[src/rtl/hazard_ctrl_seq.sv]
// rtl/hazard_ctrl_seq.sv - sequential pipeline hazard control (optional counters: HAZARD_PERF_EN)
module hazard_ctrl_seq #(
    parameter int W_REG  = 5,
    parameter int LD_LAT = 1
) (
    input  logic             CLK,
    input  logic             RST,
    input  logic [W_REG-1:0] id_rs,
    input  logic [W_REG-1:0] id_rt,
    input  logic             id_uses_rt,
    input  logic [W_REG-1:0] ex_rd,
    input  logic             ex_regWEN,
    input  logic             ex_dmemREN,
    input  logic             mem_dREN,
    input  logic             mem_dWEN,
    input  logic             dhit,
    input  logic             ihit,
    input  logic             mem_branch,
    input  logic             mem_taken,
    input  logic             mem_pred,
    input  logic             mem_redirect,
    input  logic             halt,
    output logic             pcen,
    output logic             if_id_en,
    output logic             id_ex_en,
    output logic             ex_mem_en,
    output logic             mem_wb_en,
    output logic             if_id_flush,
    output logic             id_ex_flush,
    output logic             ex_mem_flush,
    output logic             mem_wb_flush,
    output logic             phit,
    output logic [1:0]       state
`ifdef HAZARD_PERF_EN
    ,
    output logic [15:0]      stall_cycles,
    output logic [15:0]      mispredicts
`endif
);

    typedef enum logic [1:0] {
        RUN     = 2'd0,
        LDSTALL = 2'd1,
        MEMWAIT = 2'd2,
        HALTED  = 2'd3
    } state_t;

    // Counter reload leaves LD_LAT-1 bubbles for LDSTALL after the first one in RUN.
    localparam logic [1:0] LD_RELOAD = 2'(LD_LAT - 1);

    state_t     cur;
    state_t     nxt;
    logic [1:0] cnt;
    logic [1:0] cnt_nxt;
    logic       mem_wait;
    logic       mispredict;
    logic       load_use;

    assign mem_wait   = (mem_dREN | mem_dWEN) & ~dhit;
    assign mispredict = mem_redirect | (mem_branch & (mem_taken != mem_pred));
    assign load_use   = ex_dmemREN & ex_regWEN & (ex_rd != '0) &
                        ((ex_rd == id_rs) | (id_uses_rt & (ex_rd == id_rt)));
    assign state      = cur;

    // Prioritised Mealy decode of pipeline controls and next FSM state.
    always_comb begin
        pcen         = 1'b1;
        if_id_en     = 1'b1;
        id_ex_en     = 1'b1;
        ex_mem_en    = 1'b1;
        mem_wb_en    = 1'b1;
        if_id_flush  = 1'b0;
        id_ex_flush  = 1'b0;
        ex_mem_flush = 1'b0;
        mem_wb_flush = 1'b0;
        phit         = 1'b1;
        nxt          = cur;
        cnt_nxt      = cnt;
        if (cur == HALTED) begin
            pcen      = 1'b0;
            if_id_en  = 1'b0;
            id_ex_en  = 1'b0;
            ex_mem_en = 1'b0;
            mem_wb_en = 1'b0;
        end else if (halt) begin
            pcen = 1'b0;
            nxt  = HALTED;
        end else if (mem_wait) begin
            pcen         = 1'b0;
            if_id_en     = 1'b0;
            id_ex_en     = 1'b0;
            ex_mem_en    = 1'b0;
            mem_wb_flush = 1'b1;
            nxt          = MEMWAIT;
        end else if (cur == MEMWAIT) begin
            nxt = RUN;
        end else if (mispredict) begin
            phit         = 1'b0;
            if_id_flush  = 1'b1;
            id_ex_flush  = 1'b1;
            ex_mem_flush = 1'b1;
            cnt_nxt      = 2'd0;
            nxt          = RUN;
        end else if ((cur == RUN && load_use) || cur == LDSTALL) begin
            pcen        = 1'b0;
            if_id_en    = 1'b0;
            id_ex_flush = 1'b1;
            if (cur == RUN) begin
                if (LD_LAT > 1) begin
                    cnt_nxt = LD_RELOAD;
                    nxt     = LDSTALL;
                end
            end else begin
                cnt_nxt = 2'(cnt - 2'd1);
                if (cnt == 2'd1) begin
                    nxt = RUN;
                end
            end
        end else if (!ihit) begin
            pcen        = 1'b0;
            if_id_flush = 1'b1;
        end
    end

    // State and stall counter registers.
    always_ff @(posedge CLK or posedge RST) begin
        if (RST) begin
            cur <= RUN;
            cnt <= 2'd0;
        end else begin
            cur <= nxt;
            cnt <= cnt_nxt;
        end
    end

`ifdef HAZARD_PERF_EN
    // Saturating stall and mispredict event counters.
    always_ff @(posedge CLK or posedge RST) begin
        if (RST) begin
            stall_cycles <= 16'd0;
            mispredicts  <= 16'd0;
        end else begin
            if (!pcen && cur != HALTED && stall_cycles != 16'hFFFF) begin
                stall_cycles <= stall_cycles + 16'd1;
            end
            if (!phit && mispredicts != 16'hFFFF) begin
                mispredicts <= mispredicts + 16'd1;
            end
        end
    end
`endif

endmodule
[config.mk]
export PLATFORM = sky130hd
export DESIGN_NAME = hazard_ctrl_seq
export DESIGN_NICKNAME = d
export VERILOG_FILES = /design/src/rtl/hazard_ctrl_seq.sv
export SDC_FILE = /design/constraint.sdc
export NUM_CORES = 1
export LEC_CHECK = 0
export ABC_AREA = 1
export CORE_MARGIN = 5
export CORE_UTILIZATION = 34
export DETAILED_ROUTE_END_ITERATION = 10
export PLACE_DENSITY = 0.79
export SLEW_MARGIN = 30
export SYNTH_ARGS = -nofsm -noshare
export SYNTH_HDL_FRONTEND = slang
export SYNTH_SLANG_ARGS = --single-unit
[constraint.sdc]
create_clock -name CLK -period 1.4 [get_ports CLK]
set_input_delay 0.28 -clock CLK [delete_from_list [all_inputs] [get_ports CLK]]
set_output_delay 0.28 -clock CLK [all_outputs]
set_load 0.01 [all_outputs]
### Floorplan with the power grid

Pins as bars on the die edge.
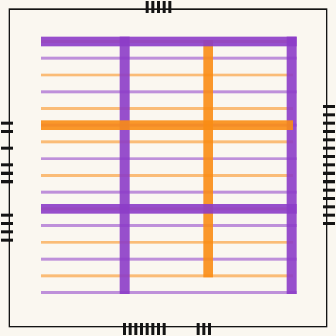
[orange] VDD
[purple] VSS
met4 straps: 3
met1 rails: 16
met5 straps: 3

### Cells coloured by class

Bar = 20 um.
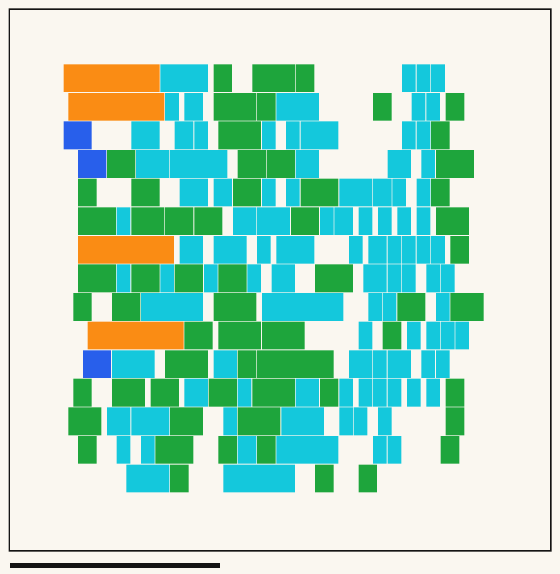
[green] remaining buffers and delay cells | cells: 61 | share of their area: 40%
[cyan] remaining logic cells | cells: 100 | share of their area: 49%
[orange] sequential cells | cells: 4 | share of their area: 8.6%
[blue] clock-net drivers | cells: 3 | share of their area: 1.9%

### Clock network drawn from the DEF

Bar = 20 um.
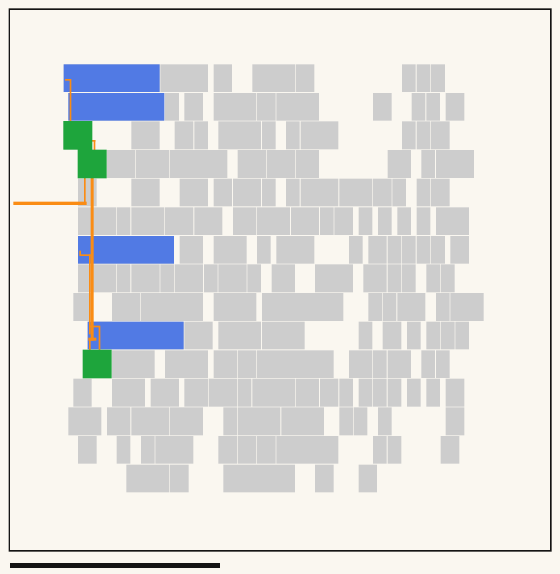
[blue] flip-flops | count: 4
[green] clock-net drivers | count: 3
[orange] clock wires | length: 53.7 um
routed clock nets: 4

### Metal layers overlaid

Only two layers are drawn.
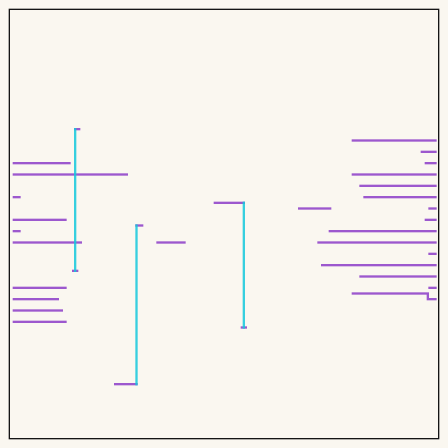
[cyan] M4 | wire length: 51.0 um
[purple] M3 | wire length: 177 um

### Clock nets

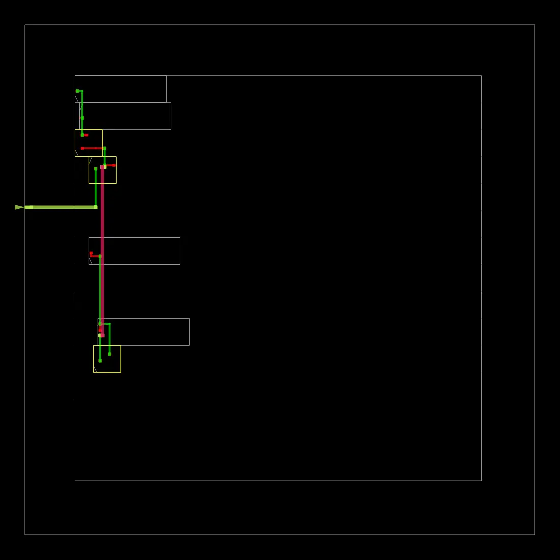
Clk Latency, worst-skew pair: 230 ps
number of buffers inserted during clock tree synthesis: 3

==> results.txt <==
Summary of the current implementation state.

- The run finished, with violations left.
- The checks that failed: negative setup slack.
- The main area contributors are sky130_fd_sc_hd__nand2_1, sky130_fd_sc_hd__inv_1, sky130_fd_sc_hd__dfrtp_1.
- In this run, post-CTS hold repair placed 0 buffers.
- The worst-case reg-to-reg path depth is 8, for reference.
- For this run, the share of the core covered by cells in the final layout is 70.7%.
- The post-synthesis adder-cell area fraction is 2.15%, for reference.
- Yosys reports the multiplexer fraction of the synthesized area as 0%.
- The capture point of the critical path was reported as if_id_en.
- The largest combinational cell category by area is simple AND/OR/NAND/NOR gates, for reference.
- The tool flagged a number of max-cap violations equal to 0.
- Static timing analysis puts the maximum clock frequency at 0.624 GHz.
- The type of element launching the critical path is a flop, for reference.
- Relative to the synthesized area, the layout overhead comes to 103%.
- The final count of negative-setup-slack endpoints is 9, for reference.
- The total die size is 0.00264 mm^2, for reference.
- Looking at the clock tree report, the root buffer type is sky130_fd_sc_hd__clkbuf_4.
- The cell count after placement is 174, for reference.
- Subtracting the final worst setup slack from the clock period gives 1600 ps.
- The register area share after synthesis is 17.2%, for reference.
- Data on the critical path is required at its endpoint by 1120 ps.
- The power density normalized to cell area is 396 mW/mm^2, for reference.
- The endpoint kind of the worst setup timing path is a primary output, for reference.
- The die extent in y is 51.4 um, for reference.
- The final total power is 467 uW, for reference.
- Per the OpenROAD floorplan log, the area of the core is 0.00167 mm^2.
- The top-area cell type share of the netlist area is 21.3%, for reference.
- The synthesized netlist was found by Yosys to have 105 cells.
- The synthesis report lists the Yosys warning total as 0.
- The signal on the critical path passes through buf_4 > nand2_1 > nand2_2 > a21oi_1 > buf_2.
- In this run the remaining antenna-violating nets after routing total 0.
- The minimum setup slack after placement is -919 ps, for reference.
- The critical path is of the reg -> out type.
- The worst slew slack as a fraction of its limit is 87.5%, for reference.
- The post-detailed-route wirelength per cell is 12.1 um, for reference.
- Note, the detailed placer reported a final HPWL of 1580 um.
- In this run the number of H-tree levels came out at 1.
- Of all cell types, the one taking the most synthesized area is sky130_fd_sc_hd__nand2_1.
- The final timing report gives a worst setup slack of -202 ps.
- Per the synthesis report, the number of distinct cell types is 25.
- On the worst setup and hold paths after CTS, the clock-pin slew comes to 40 ps.
- For this run, the detailed router reports a per-instance via density of 4.72.
- The cell row count is 15, for reference.
- The initial antenna violation count is 0, for reference.
- The classification of the worst-slack hold path is in -> async, for reference.
- The final critical-path share of the clock period is 114%, for reference.
- The destination of the worst register-to-register timing path is cnt[0], for reference.
- The global routing report lists met1 layer usage as 16.0%.
- The met3 usage is 4.37%, for reference.
- The number of filler instances in the final layout is 147, for reference.
- Once the clock tree was built, the resizer swapped 136 gates to a different size.
- The share of the synthesized netlist area taken by xor and xnor gates is 1.51%, for reference.
- The final weighted congestion in routability-driven placement is 0.812, for reference.
- The TritonCTS clock tree is built, for reference.
- In the synthesized netlist the dominant register cell turns out to be sky130_fd_sc_hd__dfrtp_1.
- The count of library flops with an enable pin is 0, for reference.
- The worst path buffer plus inverter count is 2, for reference.
- The final routed wirelength across all metal layers is 2230 um, for reference.
- The instance area after placement is 0.00109 mm^2, for reference.
- The gate family responsible for the most delay along the worst path is flip-flops, for reference.
- The pin count of the biggest net entering global routing is 6, for reference.
- The top cell types in the final layout, fill and taps aside, are sky130_fd_sc_hd__nand2_1, sky130_fd_sc_hd__buf_2, sky130_fd_sc_hd__buf_4, sky130_fd_sc_hd__inv_1, sky130_fd_sc_hd__inv_2.
- Counting flops and latches in the post-synthesis netlist gives 4.
- The via count of the first global-routing pass came to 879.
- The number of nets in the synthesized netlist is 135, for reference.
- By instance count after routing, the leading logic cell type is sky130_fd_sc_hd__nand2_1.
- Counting every instance in the synthesized netlist gives 105.
- The first-pass GRT wire length is 3480 um, for reference.
- The global router reports that the layer with the highest usage is met2.
- The number of buffers added on ports is 40, for reference.
- The total via count in the routed design is 874, for reference.
- The sum of negative setup slack is -1110 ps, for reference.
- The total DRC errors in the routed layout is 0, for reference.
- Across all register-to-register paths, the minimum setup slack is 120 ps.
- The most common cell in the synthesized netlist is sky130_fd_sc_hd__nand2_1.
- The number of detailed-route iterations in the first pass is 4, for reference.
- Warnings raised by the tools during the run amount to 28.
- The clock arrives with 2.89 ps of skew.
- The share of flip-flops with an asynchronous set or reset after synthesis is 100%, for reference.
- The met2 routing resource usage after global routing is 35.6%, for reference.
- The overall overflow remaining after global route is 0, for reference.
- The cell-mix breakdown from Yosys lists the simple-gate area share as 44.5%.
- Once the clock tree was built, the setup fixing pass inserted 7 buffers.
- According to the finish report, the design has a final net count of 200.
- The clock drives 4 sinks.
- The most critical hold endpoint after final layout shows a slack of 228 ps.
- Per the CTS log, the buffer count on the longest clock path is 2.
- The initial core utilization is 34.8%, for reference.
- From left edge to right edge, the die measures 51.4 um.
- After routing the design area is 0.00118 mm^2.
- After synthesis, the chip area reported by Yosys is 582 um^2.
- The cell at the slowest stage of the critical path is sky130_fd_sc_hd__dfrtp_1, for reference.
- For this design the top-level I/O count stands at 41.
- The synthesis run shows the most used standard cells to be sky130_fd_sc_hd__nand2_1, sky130_fd_sc_hd__inv_1, sky130_fd_sc_hd__nor2_1, sky130_fd_sc_hd__nand3_1, sky130_fd_sc_hd__dfrtp_1.
- The data arrival time of the critical path is 1320 ps, for reference.
- The number of non-filler instances in the completed layout is 185, for reference.
power by group:
part | internal [mW] | switching [mW] | total (mW)
logic | 0.101 | 0.0983 | 0.199
registers | 0.126 | 0.00543 | 0.131
clock network | 0.0954 | 0.0416 | 0.137
layout make-up:
type | instances | area, um^2 | share of cell area [%]
timing repair buffer | 61 | 469 | 39.7
multi-input combinational | 72 | 460 | 39.0
inverter | 28 | 108 | 9.11
sequential | 4 | 100 | 8.47
clock buffer | 3 | 22.5 | 1.91
tap | 17 | 21.3 | 1.80
sequential cells by signal, indices dropped and copies added, names as in the netlist:
signal	cells
cnt	2
state	2
metal layers:
layer,routed length [um],vias up,part of all wire (%)
met5,0,-,0
met3,176,6,7.9
met2,1220,35,54
li1,-,443,-
met1,788,390,35
met4,51,0,2.3
Power is estimated from default activity; no workload was simulated.
